==> run_1/congestion.png <==
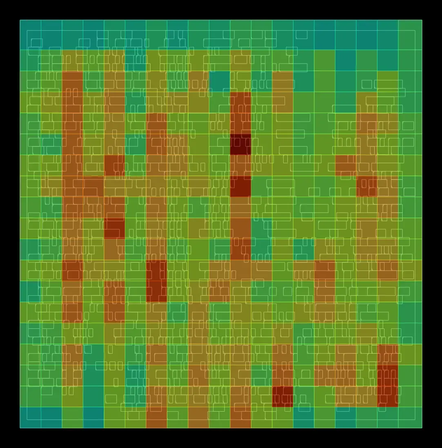
==> run_1/sizes.png <==
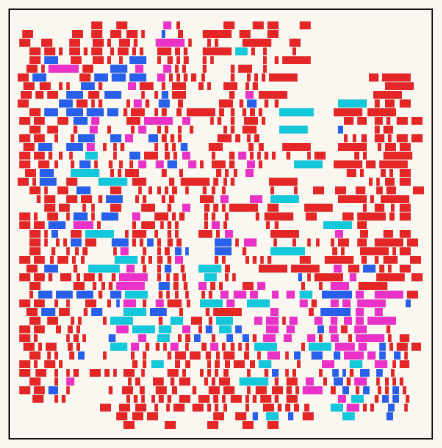
==> run_1/metal_density.png <==
The bar under the picture is 50 um long. The die is cut into 26 by 27 equal tiles; dark purple is low, yellow is high, scaled to the fullest tile. Values are wire area over tile area, all layers added.
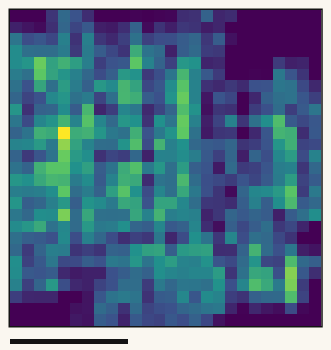
==> run_1/placement_by_type.png <==
The bar under the picture is 50 um long.
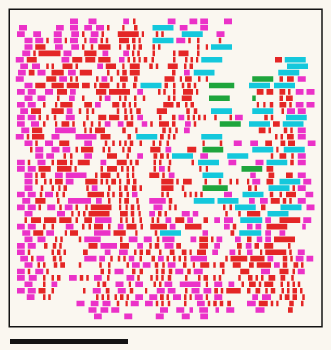
[config.mk]
export PLATFORM = sky130hd
export DESIGN_NAME = logic16_arbiter
export DESIGN_NICKNAME = d
export VERILOG_FILES = /design/src/rtl/logic16_arbiter.sv
export SDC_FILE = /design/constraint.sdc
export NUM_CORES = 1
export LEC_CHECK = 0
export ABC_AREA = 1
export CELL_PAD_IN_SITES_DETAIL_PLACEMENT = 1
export CELL_PAD_IN_SITES_GLOBAL_PLACEMENT = 1
export CORE_AREA = 2 2 130 132
export DETAILED_ROUTE_END_ITERATION = 8
export DIE_AREA = 0 0 132 134
export PLACE_DENSITY_LB_ADDON = 0.2
export SYNTH_ARGS = -nofsm -noshare
export SYNTH_HDL_FRONTEND = slang
export SYNTH_SLANG_ARGS = --single-unit
export TNS_END_PERCENT = 30
[constraint.sdc]
create_clock -name CLK -period 2.8 [get_ports CLK]
set_input_delay 0.56 -clock CLK [delete_from_list [all_inputs] [get_ports CLK]]
set_output_delay 0.56 -clock CLK [all_outputs]
set_load 0.01 [all_outputs]
[src/rtl/logic16_arbiter.sv]
// logic16_arbiter
//   Shares one 16-bit bitwise logic unit (AND / OR / XOR / NOT A) between
//   N requesters. Round-robin arbitration accepts at most one request per
//   cycle. The registered result is returned on a single response channel,
//   tagged with the requester ID and subject to backpressure.
//
// Ports
//   CLK         system clock, all state on the rising edge
//   RESET_N     asynchronous active-low reset
//   REQ_VALID   [N]      per-requester request valid
//   REQ_READY   [N]      per-requester accept strobe (one-hot or zero)
//   REQ_OP      [2N]     opcode per requester: 00 AND, 01 OR, 10 XOR, 11 NOT A
//   REQ_A       [16N]    operand A per requester
//   REQ_B       [16N]    operand B per requester (ignored for NOT)
//   RSP_VALID            response valid
//   RSP_READY            response consumer ready
//   RSP_DATA    [16]     registered result
//   RSP_ID      [IDW]    requester that produced RSP_DATA
//   XFER_COUNT  [16]     completed responses, wraps silently
module logic16_arbiter #(
  parameter int N   = 4,
  parameter int IDW = 2
) (
  input  logic              CLK,
  input  logic              RESET_N,
  input  logic [N-1:0]      REQ_VALID,
  output logic [N-1:0]      REQ_READY,
  input  logic [2*N-1:0]    REQ_OP,
  input  logic [16*N-1:0]   REQ_A,
  input  logic [16*N-1:0]   REQ_B,
  output logic              RSP_VALID,
  input  logic              RSP_READY,
  output logic [15:0]       RSP_DATA,
  output logic [IDW-1:0]    RSP_ID,
  output logic [15:0]       XFER_COUNT
);

  typedef enum logic {
    IDLE = 1'b0,
    HOLD = 1'b1
  } state_t;

  state_t          state;
  state_t          state_next;
  logic [IDW-1:0]  last;
  logic [IDW-1:0]  grant_id;
  logic            grant_found;
  logic            can_accept;
  logic            grant;
  int unsigned     idx;
  logic [N-1:0]    probe;
  logic [16*N-1:0] a_shift;
  logic [16*N-1:0] b_shift;
  logic [2*N-1:0]  op_shift;
  logic [15:0]     result;

  assign can_accept = (state == IDLE) || RSP_READY;
  assign grant      = can_accept && grant_found;

  // Round-robin search starting just after the last granted requester.
  // Bits are probed with shifted one-hot masks so every index stays a
  // plain 32-bit shift amount.
  always_comb begin
    grant_found = 1'b0;
    grant_id    = '0;
    idx         = 0;
    probe       = '0;
    for (int unsigned k = 1; k <= N; k++) begin
      idx   = (32'(last) + k) % N;
      probe = N'(1) << idx;
      if (!grant_found && |(REQ_VALID & probe)) begin
        grant_found = 1'b1;
        grant_id    = idx[IDW-1:0];
      end
    end
  end

  // Operand / opcode selection for the granted requester, then the logic op
  always_comb begin
    a_shift  = REQ_A  >> (32'(grant_id) * 16);
    b_shift  = REQ_B  >> (32'(grant_id) * 16);
    op_shift = REQ_OP >> (32'(grant_id) * 2);
    unique case (op_shift[1:0])
      2'b00:   result = a_shift[15:0] & b_shift[15:0];
      2'b01:   result = a_shift[15:0] | b_shift[15:0];
      2'b10:   result = a_shift[15:0] ^ b_shift[15:0];
      default: result = ~a_shift[15:0];
    endcase
  end

  // State register
  always_ff @(posedge CLK or negedge RESET_N) begin
    if (!RESET_N) state <= IDLE;
    else          state <= state_next;
  end

  // Next-state logic
  always_comb begin
    state_next = state;
    unique case (state)
      IDLE: if (grant) state_next = HOLD;
      HOLD: if (RSP_READY && !grant) state_next = IDLE;
      default: state_next = IDLE;
    endcase
  end

  // Output decode
  always_comb begin
    RSP_VALID = (state == HOLD);
    REQ_READY = grant ? (N'(1) << grant_id) : '0;
  end

  // Result / pointer / transfer counter
  always_ff @(posedge CLK or negedge RESET_N) begin
    if (!RESET_N) begin
      RSP_DATA   <= '0;
      RSP_ID     <= '0;
      last       <= IDW'(N - 1);
      XFER_COUNT <= '0;
    end else begin
      if (grant) begin
        RSP_DATA <= result;
        RSP_ID   <= grant_id;
        last     <= grant_id;
      end
      if (state == HOLD && RSP_READY)
        XFER_COUNT <= XFER_COUNT + 16'd1;
    end
  end

endmodule

==> reports/summary.log, run 1 <==
qor: run_status.run_status finished with violations
qor: run_status.violated_checks negative setup slack
qor: logic_synthesis.netlist.top_cell.by_area sky130_fd_sc_hd__dfrtp_1
qor: global_routing.initial_antenna_violation_count 0
qor: logic_synthesis.netlist_top_cells_count sky130_fd_sc_hd__nand2_1, sky130_fd_sc_hd__inv_1, sky130_fd_sc_hd__nand3_1
qor: die.row_count 47
qor: clock_tree.clkLatencyLatePin 280 ps
qor: logic_synthesis.yosys_cells 646
qor: drt.drt-initial-drc-count 120
qor: global_routing.grt_max_degree 38
qor: place.finalWeightedCongestion 0.817
qor: sta.final_critical_path_setup_slack -392 ps
qor: job.drv.max_cap_violation_count 0
qor: finish.share_of_final_layout_standard_cells_stronger_than_drive_strength_1 0.249
qor: sta.setup_repair_after_global_routing_missed_its_margin yes
qor: global_routing.via_count_of_the_first_global_routing_pass 5468
qor: sta.setup_violations 20
qor: clock_tree.clock_sinks 37
qor: logic_synthesis.ys_area 4150 um^2
qor: finish.most_frequently_placed_logic_cell_in_the_final_layout sky130_fd_sc_hd__nand2_1
qor: place.port_buffers 181
qor: die.die_w 132 um
qor: logic_synthesis.yosysTopAreaCellShare 0.211
qor: logic_synthesis.post_synth_instance_area 4150 um^2
qor: place.dp.final_hpwl 13100 um
qor: die.initial_core_util 0.255
qor: global_routing.total_global_routing_overflow 0
qor: logic_synthesis.synth.lib_cells_used.distinct 33
qor: clock_tree.cts_root_buf sky130_fd_sc_hd__clkbuf_16
qor: logic_synthesis.flops_out_of_synthesis 37
qor: die.area_of_the_chip 17700 um^2
qor: place.preCtsSetupSlack -705 ps
qor: clock_tree.number_of_clock_buffers_inserted_by_tritoncts 5
qor: logic_synthesis.synth_sequential_area_ratio 0.224
qor: setup_path.critical_path_arrival 3360 ps
qor: finish.finish.net_count 1081
qor: setup_path.worstReg2RegStart last[1]
qor: sta.timing.fmax 0.313 GHz
qor: logic_synthesis.netlist.top_cell.by_instances sky130_fd_sc_hd__nand2_1
qor: setup_path.cp_common_cell sky130_fd_sc_hd__nor2_4
qor: setup_path.cp_slowest_stage_delay 580 ps
qor: place.dpl-instance-area 6640 um^2
qor: clock_tree.bufs_on_longest_clock_path 2
qor: setup_path.path_class register to register
qor: finish.antenna_cells_inserted 0
qor: sta.fin_crit_sh 1.14
qor: setup_path.path_buffers 5
qor: drt.drt_first_pass_iters 4
qor: finish.filler_cell_count 2005
qor: die.io-pin-count 182
qor: drt.detail_route.drc_violations 0
qor: setup_path.critPathLaunchType register
qor: clock_tree.cts_max_level 2
qor: sta.clock_skew 9.21 ps
qor: global_routing.first_pass_grt_wire_length 26700 um
qor: sta.final_hold_violation_count 0
qor: setup_path.required 2970 ps
qor: clock_tree.worst_setup_hold_path_clk_slew 60 ps
qor: hold_path.holdCritPathClass input pin to asynchronous set/reset pin
qor: die.die_h 134 um
qor: logic_synthesis.share_of_flip_flops_with_an_asynchronous_set_or_reset 1.00
qor: sta.tightestPinTransition 880 ps
qor: drt.ant_nets 0
qor: logic_synthesis.synth_warnings 0
qor: logic_synthesis.synth_nets 826
qor: logic_synthesis.edf_count 0
qor: logic_synthesis.synthCells 646
qor: finish.final_cell_mix sky130_fd_sc_hd__nand2_1, sky130_fd_sc_hd__clkdlybuf4s50_1, sky130_fd_sc_hd__inv_1
qor: setup_path.crit_chain inv_4 -> ha_4 -> nand2_2 -> nand2_2 -> nor2_4 -> buf_6 -> nor2_4 -> nor2_4 -> nand3_4 -> nand2_8 -> buf_8 -> nor2_4 -> buf_12 -> clkbuf_16 -> a22oi_2 -> o221ai_4 -> ha_1 -> o21ai_1 -> nand3_1 -> nand2_1 -> nand2_1
qor: setup_path.crit_slowest_cell sky130_fd_sc_hd__dfstp_2
qor: setup_path.setup.worst_path.start last[1]
qor: setup_path.cp_max_fo 6
qor: setup_path.crit_path_end_kind register
qor: sta.final.min_clock_period 3190 ps
qor: logic_synthesis.syn_area_per_cell 6.42 um^2
qor: logic_synthesis.ys_dominant_reg_cell sky130_fd_sc_hd__dfrtp_1
qor: sta.slew_headroom 0.413
qor: sta.worst_hold_slack 398 ps
qor: die.core_area 16300 um^2
qor: clock_tree.cts_tree built
qor: setup_path.cpLargestDelayFamily simple AND/OR/NAND/NOR gates
qor: sta.maxSlewViolCount 0
qor: logic_synthesis.top_cells_by_area sky130_fd_sc_hd__dfrtp_1, sky130_fd_sc_hd__nand2_1, sky130_fd_sc_hd__inv_1, sky130_fd_sc_hd__ha_1, sky130_fd_sc_hd__nand3_1
qor: drt.avgViaCountPerCell 4.48
qor: job.warning_count 48
Back to the opening pictures, congestion.png:
Final Util: 0.470
met1 Usage GRT: 0.222

Back to the opening pictures, sizes.png:
| size | color | cells | share | most used |
|---|---|---|---|---|
| _6 and larger | cyan | 39 | 4.3% | buf_6 |
| _3 and _4 cells | magenta | 95 | 11% | buf_4 |
| _0 and _1 cells | red | 677 | 75% | nand2_1 |
| _2 cells | blue | 91 | 10% | nand2_2 |
area grow syn2layout: 84.7%
Final Worst Setup Slack: -392 ps
Non-Clock Buffer Count: 270
post-route cell area: 7660 um^2

Back to the opening pictures, metal_density.png:
emptiest ninth of the die: north-east
tiles over half the peak: 17%
nearly empty tiles: 11%
fullest tile: 0.48
densest ninth of the die: west
mean over tiles: 0.15
total routing usage reported by global routing: 0.185
routed via count: 5029
total wire length after detailed routing: 16900 um
average wire length per cell after detail routing: 15.1 um

Back to the opening pictures, placement_by_type.png:
| class | color | cells |
|---|---|---|
| other buffers and delay cells | magenta | 270 |
| clock drivers and dummy loads | green | 8 |
| combinational and other logic | red | 587 |
| flops | cyan | 37 |

## run 1: layer usage
layer  vias to the layer above  track usage  wire, um
met3                        15       0.0306       750
li1                       2513            -         -
met4                         0       0.0411       246
met5                         -            0         0
met1                      2364        0.222      7210
met2                       137        0.346      8720
## run 1: through the flow
stage	TNS [ps]	std cells
final	-5670	1122
after global routing	-9030	1122
after global placement	-9760	1081
after detailed placement	-12470	1081
after floorplan	-3.08	646
after CTS	-4860	1112
## run 1: what timing repair did
action / CTS / global route
resized: 77 / 59
hold buffers: 0 / 0
pin swaps: 21 / 47
endpoints found under the setup margin: 20 / 20
setup buffers: 22 / 5
cloned: 1 / 5
hold endpoints to repair: 0 / 0
## run 1: worst paths after layout
check | endpoint | slack (ps) | cells after the start
hold / removal | XFER_COUNT[1] | 400 | 1
hold reg to reg | RSP_DATA[6] | 470 | 2
max in group asynchronous | XFER_COUNT[15] | 1840 | 1
min in group CLK | RSP_DATA[6] | 470 | 2
setup reg to reg | RSP_DATA[6] | -390 | 21
setup / recovery | RSP_DATA[6] | -390 | 21
## run 1: cell type report
class	instances	area (um^2)	share of cell area
Timing Repair Buffer	270	2690	0.351
Clock inverter	3	65.1	0.00850
Inverter	135	522	0.0681
Tap cell	220	275	0.0359
Sequential cell	37	928	0.121
Clock buffer	5	125	0.0163
Multi-Input combinational cell	452	3050	0.399
## run 1: sequential cells by signal (all words and copies together), names as in the netlist
signal,count
last,2
RSP_DATA,16
RSP_VALID,1
XFER_COUNT,16
RSP_ID,2
## run 1: cells by family after synthesis
logic type,Yosys count,share of synthesized area
multiplexers,1,0.00272
buffers and inverters,157,0.157
flip-flops,37,0.224
XOR/XNOR,15,0.0317
AND/OR/NAND/NOR,327,0.347
adder cells (fa/ha/maj),37,0.112
AND-OR/OR-AND,72,0.126
## run 1: worst register-to-register path, cell delays in order (launching register included)
cell,delay [ps]
sky130_fd_sc_hd__dfstp_2,580
sky130_fd_sc_hd__inv_4,60
sky130_fd_sc_hd__ha_4,180
sky130_fd_sc_hd__nand2_2,60
sky130_fd_sc_hd__nand2_2,60
sky130_fd_sc_hd__nor2_4,210
sky130_fd_sc_hd__buf_6,150
sky130_fd_sc_hd__nor2_4,40
sky130_fd_sc_hd__nor2_4,120
sky130_fd_sc_hd__nand3_4,90
sky130_fd_sc_hd__nand2_8,90
sky130_fd_sc_hd__buf_8,120
sky130_fd_sc_hd__nor2_4,50
sky130_fd_sc_hd__buf_12,130
sky130_fd_sc_hd__clkbuf_16,160
sky130_fd_sc_hd__a22oi_2,200
sky130_fd_sc_hd__o221ai_4,160
sky130_fd_sc_hd__ha_1,300
sky130_fd_sc_hd__o21ai_1,130
sky130_fd_sc_hd__nand3_1,80
sky130_fd_sc_hd__nand2_1,70
sky130_fd_sc_hd__nand2_1,40
--- run 2 (diff from run 1) ---
==> config.mk (replaced) <==
export PLATFORM = sky130hd
export DESIGN_NAME = logic16_arbiter
export DESIGN_NICKNAME = d
export VERILOG_FILES = /design/src/rtl/logic16_arbiter.sv
export SDC_FILE = /design/constraint.sdc
export NUM_CORES = 1
export LEC_CHECK = 0
export ABC_AREA = 1
export CORE_AREA = 2 2 107 109
export CTS_CLUSTER_SIZE = 25
export DETAILED_ROUTE_END_ITERATION = 8
export DIE_AREA = 0 0 109 111
export PLACE_DENSITY = 0.8
export SYNTH_ARGS = -nofsm -noshare
export SYNTH_HDL_FRONTEND = slang
export SYNTH_SLANG_ARGS = --single-unit
export TNS_END_PERCENT = 30
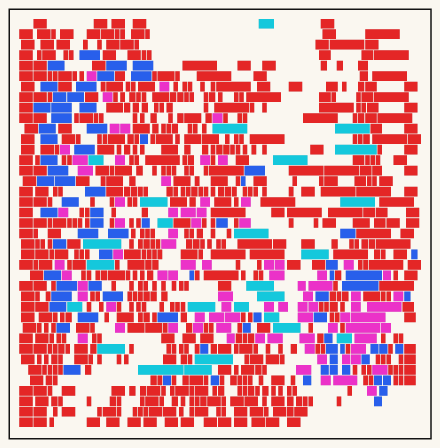
(run_2/sizes.png)
area grow syn2layout: 73.8%
Final Worst Setup Slack: -292 ps
Non-Clock Buffer Count: 252

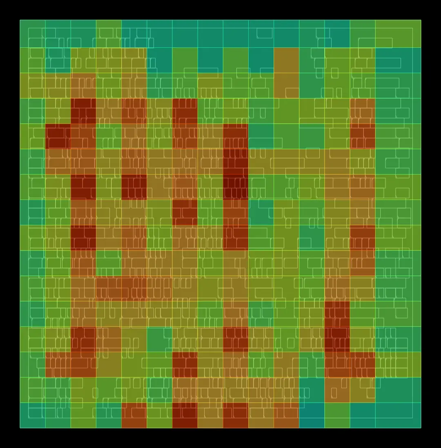
(run_2/congestion.png)
total routing usage reported by global routing: 0.234
met3 track demand over resource in global routing: 0.0376
average wire length per cell after detail routing: 13.5 um

==> run 2 against run 1 <==
  * The flow still finishes with violations (negative setup slack)
  * Fmax up 3.3%
  * Die area down 32%
  * Synthesized cell count unchanged
  * Sequential cell count did not move
  * Non-clock buffer count shrank 18
  * First-iteration DRC count increased to 2.8 times the previous value
  * Critical path type unchanged
  * Largest cell class unchanged
==> reports/summary.log, run 2 <==
qor: place.preCtsSetupSlack -585 ps [+120 ps]
qor: clock_tree.number_of_clock_buffers_inserted_by_tritoncts 5 [unchanged]
qor: logic_synthesis.flops_out_of_synthesis 37 [unchanged]
qor: logic_synthesis.post_synth_instance_area 4150 um^2 [unchanged]
qor: drt.route.final.wire_length 13900 um [-18%]
qor: setup_path.crit_path_end_kind register
qor: finish.finish.net_count 1065 [-1.5%]
qor: logic_synthesis.syn_area_per_cell 6.42 um^2 [unchanged]
qor: finish.most_frequently_placed_logic_cell_in_the_final_layout sky130_fd_sc_hd__nand2_1
qor: drt.ant_nets 0 [unchanged]
qor: sta.maxSlewViolCount 0 [unchanged]
qor: sta.slew_headroom 0.451 [+0.0375]
qor: die.initial_core_util 0.374 [+0.120]
qor: global_routing.initial_antenna_violation_count 0 [unchanged]
qor: finish.area_used_by_multi_input_combinational_logic 2910 um^2 [-4.8%]
qor: drt.avgViaCountPerCell 4.82 [+7.4%]
qor: die.io-pin-count 182 [unchanged]
qor: logic_synthesis.share_of_flip_flops_with_an_asynchronous_set_or_reset 1.00 [unchanged]
qor: setup_path.cp_max_fo 7 [+1]
qor: logic_synthesis.edf_count 0 [unchanged]
qor: setup_path.cp_slowest_stage_delay 570 ps [about the same]
qor: logic_synthesis.synthCells 646 [unchanged]
qor: finish.share_of_final_layout_standard_cells_stronger_than_drive_strength_1 0.209 [-0.0406]
qor: place.port_buffers 181 [unchanged]
qor: drt.detail_route.drc_violations 0 [unchanged]
qor: clock_tree.bufs_on_longest_clock_path 2 [unchanged]
qor: finish.filler_cell_count 960 [-52%]
qor: run_status.violated_checks negative setup slack
qor: logic_synthesis.yosys_cells 646 [unchanged]
qor: sta.setup_violations 20 [unchanged]
qor: clock_tree.cts_tree built
qor: setup_path.required 2970 ps [about the same]
qor: finish.sequential_cell_area 928 um^2 [unchanged]
qor: global_routing.met1_usage_grt 0.286 [+0.0642]
qor: die.die_h 111 um [-17%]
qor: global_routing.grt-busiest-layer met2
qor: global_routing.first_pass_grt_wire_length 22800 um [-15%]
qor: place.finalWeightedCongestion 0.814 [-0.39%]
qor: setup_path.crit_slowest_cell sky130_fd_sc_hd__dfstp_2
qor: die.core_area 11100 um^2 [-32%]
qor: job.warning_count 48 [unchanged]
qor: sta.final_hold_violation_count 0 [unchanged]
qor: setup_path.critical_path_arrival 3260 ps [-100 ps]
qor: setup_path.path_buffers 7 [+2]
qor: die.die_w 109 um [-17%]
qor: logic_synthesis.ys_area 4150 um^2 [unchanged]
qor: logic_synthesis.ys_dominant_reg_cell sky130_fd_sc_hd__dfrtp_1
qor: logic_synthesis.synth_warnings 0 [unchanged]
qor: job.drv.max_cap_violation_count 0 [unchanged]
qor: drt.drt_first_pass_iters 5 [+1]
qor: logic_synthesis.netlist.top_cell.by_area sky130_fd_sc_hd__dfrtp_1
qor: logic_synthesis.netlist.top_cell.by_instances sky130_fd_sc_hd__nand2_1
qor: sta.final_critical_path_setup_slack -292 ps [+101 ps]
qor: drt.dr_total_vias 4955 [-1.5%]
qor: global_routing.total_global_routing_overflow 0 [unchanged]
qor: logic_synthesis.synth_nets 826 [unchanged]
qor: setup_path.path_class register to register
qor: finish.final_cell_mix sky130_fd_sc_hd__nand2_1, sky130_fd_sc_hd__clkdlybuf4s50_1, sky130_fd_sc_hd__inv_1
qor: finish.antenna_cells_inserted 0 [unchanged]
qor: logic_synthesis.synth_sequential_area_ratio 0.224 [unchanged]
qor: setup_path.cpLargestDelayFamily simple AND/OR/NAND/NOR gates
qor: sta.setup_repair_after_global_routing_missed_its_margin yes
qor: run_status.run_status finished with violations
qor: sta.final.min_clock_period 3090 ps [-101 ps]
qor: place.dp.final_hpwl 10400 um [-20%]
qor: sta.clock_skew 3.50 ps [-5.71 ps]
qor: setup_path.critPathLaunchType register
qor: logic_synthesis.top_cells_by_area sky130_fd_sc_hd__dfrtp_1, sky130_fd_sc_hd__nand2_1, sky130_fd_sc_hd__inv_1, sky130_fd_sc_hd__ha_1, sky130_fd_sc_hd__nand3_1
-- run 2: cell counts after synthesis --
Identical to the previous run, type by type.
-- run 2: cell type report --
type                            instances  share of cell area
Multi-Input combinational cell        454               0.403
Inverter                              135              0.0717
Clock buffer                            5              0.0174
Clock inverter                          3             0.00642
Timing Repair Buffer                  252               0.347
Tap cell                              143              0.0248
Sequential cell                        37               0.129
-- run 2: worst paths after layout --
check | slack (ps) | cells after the start | start | to
min reg2reg | 470 | 2 | RSP_DATA[6] | RSP_DATA[6]
max | -290 | 23 | last[1] | RSP_DATA[6]
max reg2reg | -290 | 23 | last[1] | RSP_DATA[6]
max in group asynchronous | 1910 | 1 | RESET_N | XFER_COUNT[12]
min in group CLK | 470 | 2 | RSP_DATA[6] | RSP_DATA[6]
min | 380 | 1 | RESET_N | RSP_ID[1]
-- run 2: cell families (layout without fill, tap and decap cells) --
group | count (synthesis) | in the layout | share of synthesized area
AND/OR/NAND/NOR | 327 | 329 | 0.347
buffers and inverters | 157 | 395 | 0.157
AND-OR/OR-AND | 72 | 72 | 0.126
adder cells (fa/ha/maj) | 37 | 37 | 0.112
flip-flops | 37 | 37 | 0.224
XOR/XNOR | 15 | 15 | 0.0317
multiplexers | 1 | 1 | 0.00272
-- run 2: timing repair --
item                       CTS  global route
gates resized               77            20
pin swaps                   31            10
cloned                       5             0
setup buffers               15             3
setup endpoints to repair   20            20
-- run 2: worst reg2reg max path, cell delays in order, from the launching register on --
cell and delay [ps]:
sky130_fd_sc_hd__dfstp_2 570, sky130_fd_sc_hd__inv_4 60, sky130_fd_sc_hd__ha_4 170, sky130_fd_sc_hd__nand2_2 60
sky130_fd_sc_hd__nand2_2 70, sky130_fd_sc_hd__nor2_4 230, sky130_fd_sc_hd__buf_6 140, sky130_fd_sc_hd__nor2_2 30
sky130_fd_sc_hd__nor2_1 110, sky130_fd_sc_hd__nand3_2 110, sky130_fd_sc_hd__nand2_4 90, sky130_fd_sc_hd__buf_12 150
sky130_fd_sc_hd__nor2_4 80, sky130_fd_sc_hd__buf_12 150, sky130_fd_sc_hd__a22oi_2 160, sky130_fd_sc_hd__o221ai_2 160
sky130_fd_sc_hd__buf_4 170, sky130_fd_sc_hd__inv_2 40, sky130_fd_sc_hd__ha_2 150, sky130_fd_sc_hd__inv_1 40
sky130_fd_sc_hd__nand3_1 60, sky130_fd_sc_hd__nand3_1 70, sky130_fd_sc_hd__nand2_1 80, sky130_fd_sc_hd__nand2_1 40
-- run 2: layer usage --
metal,routed length [um],part of all wire,vias up
met1,5940,0.43,2258
met5,0,0,-
li1,-,-,2478
met2,6910,0.50,196
met4,255,0.018,0
met3,825,0.059,23
-- run 2: per-stage QoR --
step	TNS, ps	instance area (um^2)
floorplan	-3.08	4280
global placement	-8060	6540
detailed placement	-10120	6540
CTS	-3500	7130
global route	-8010	7210
finish	-4510	7210
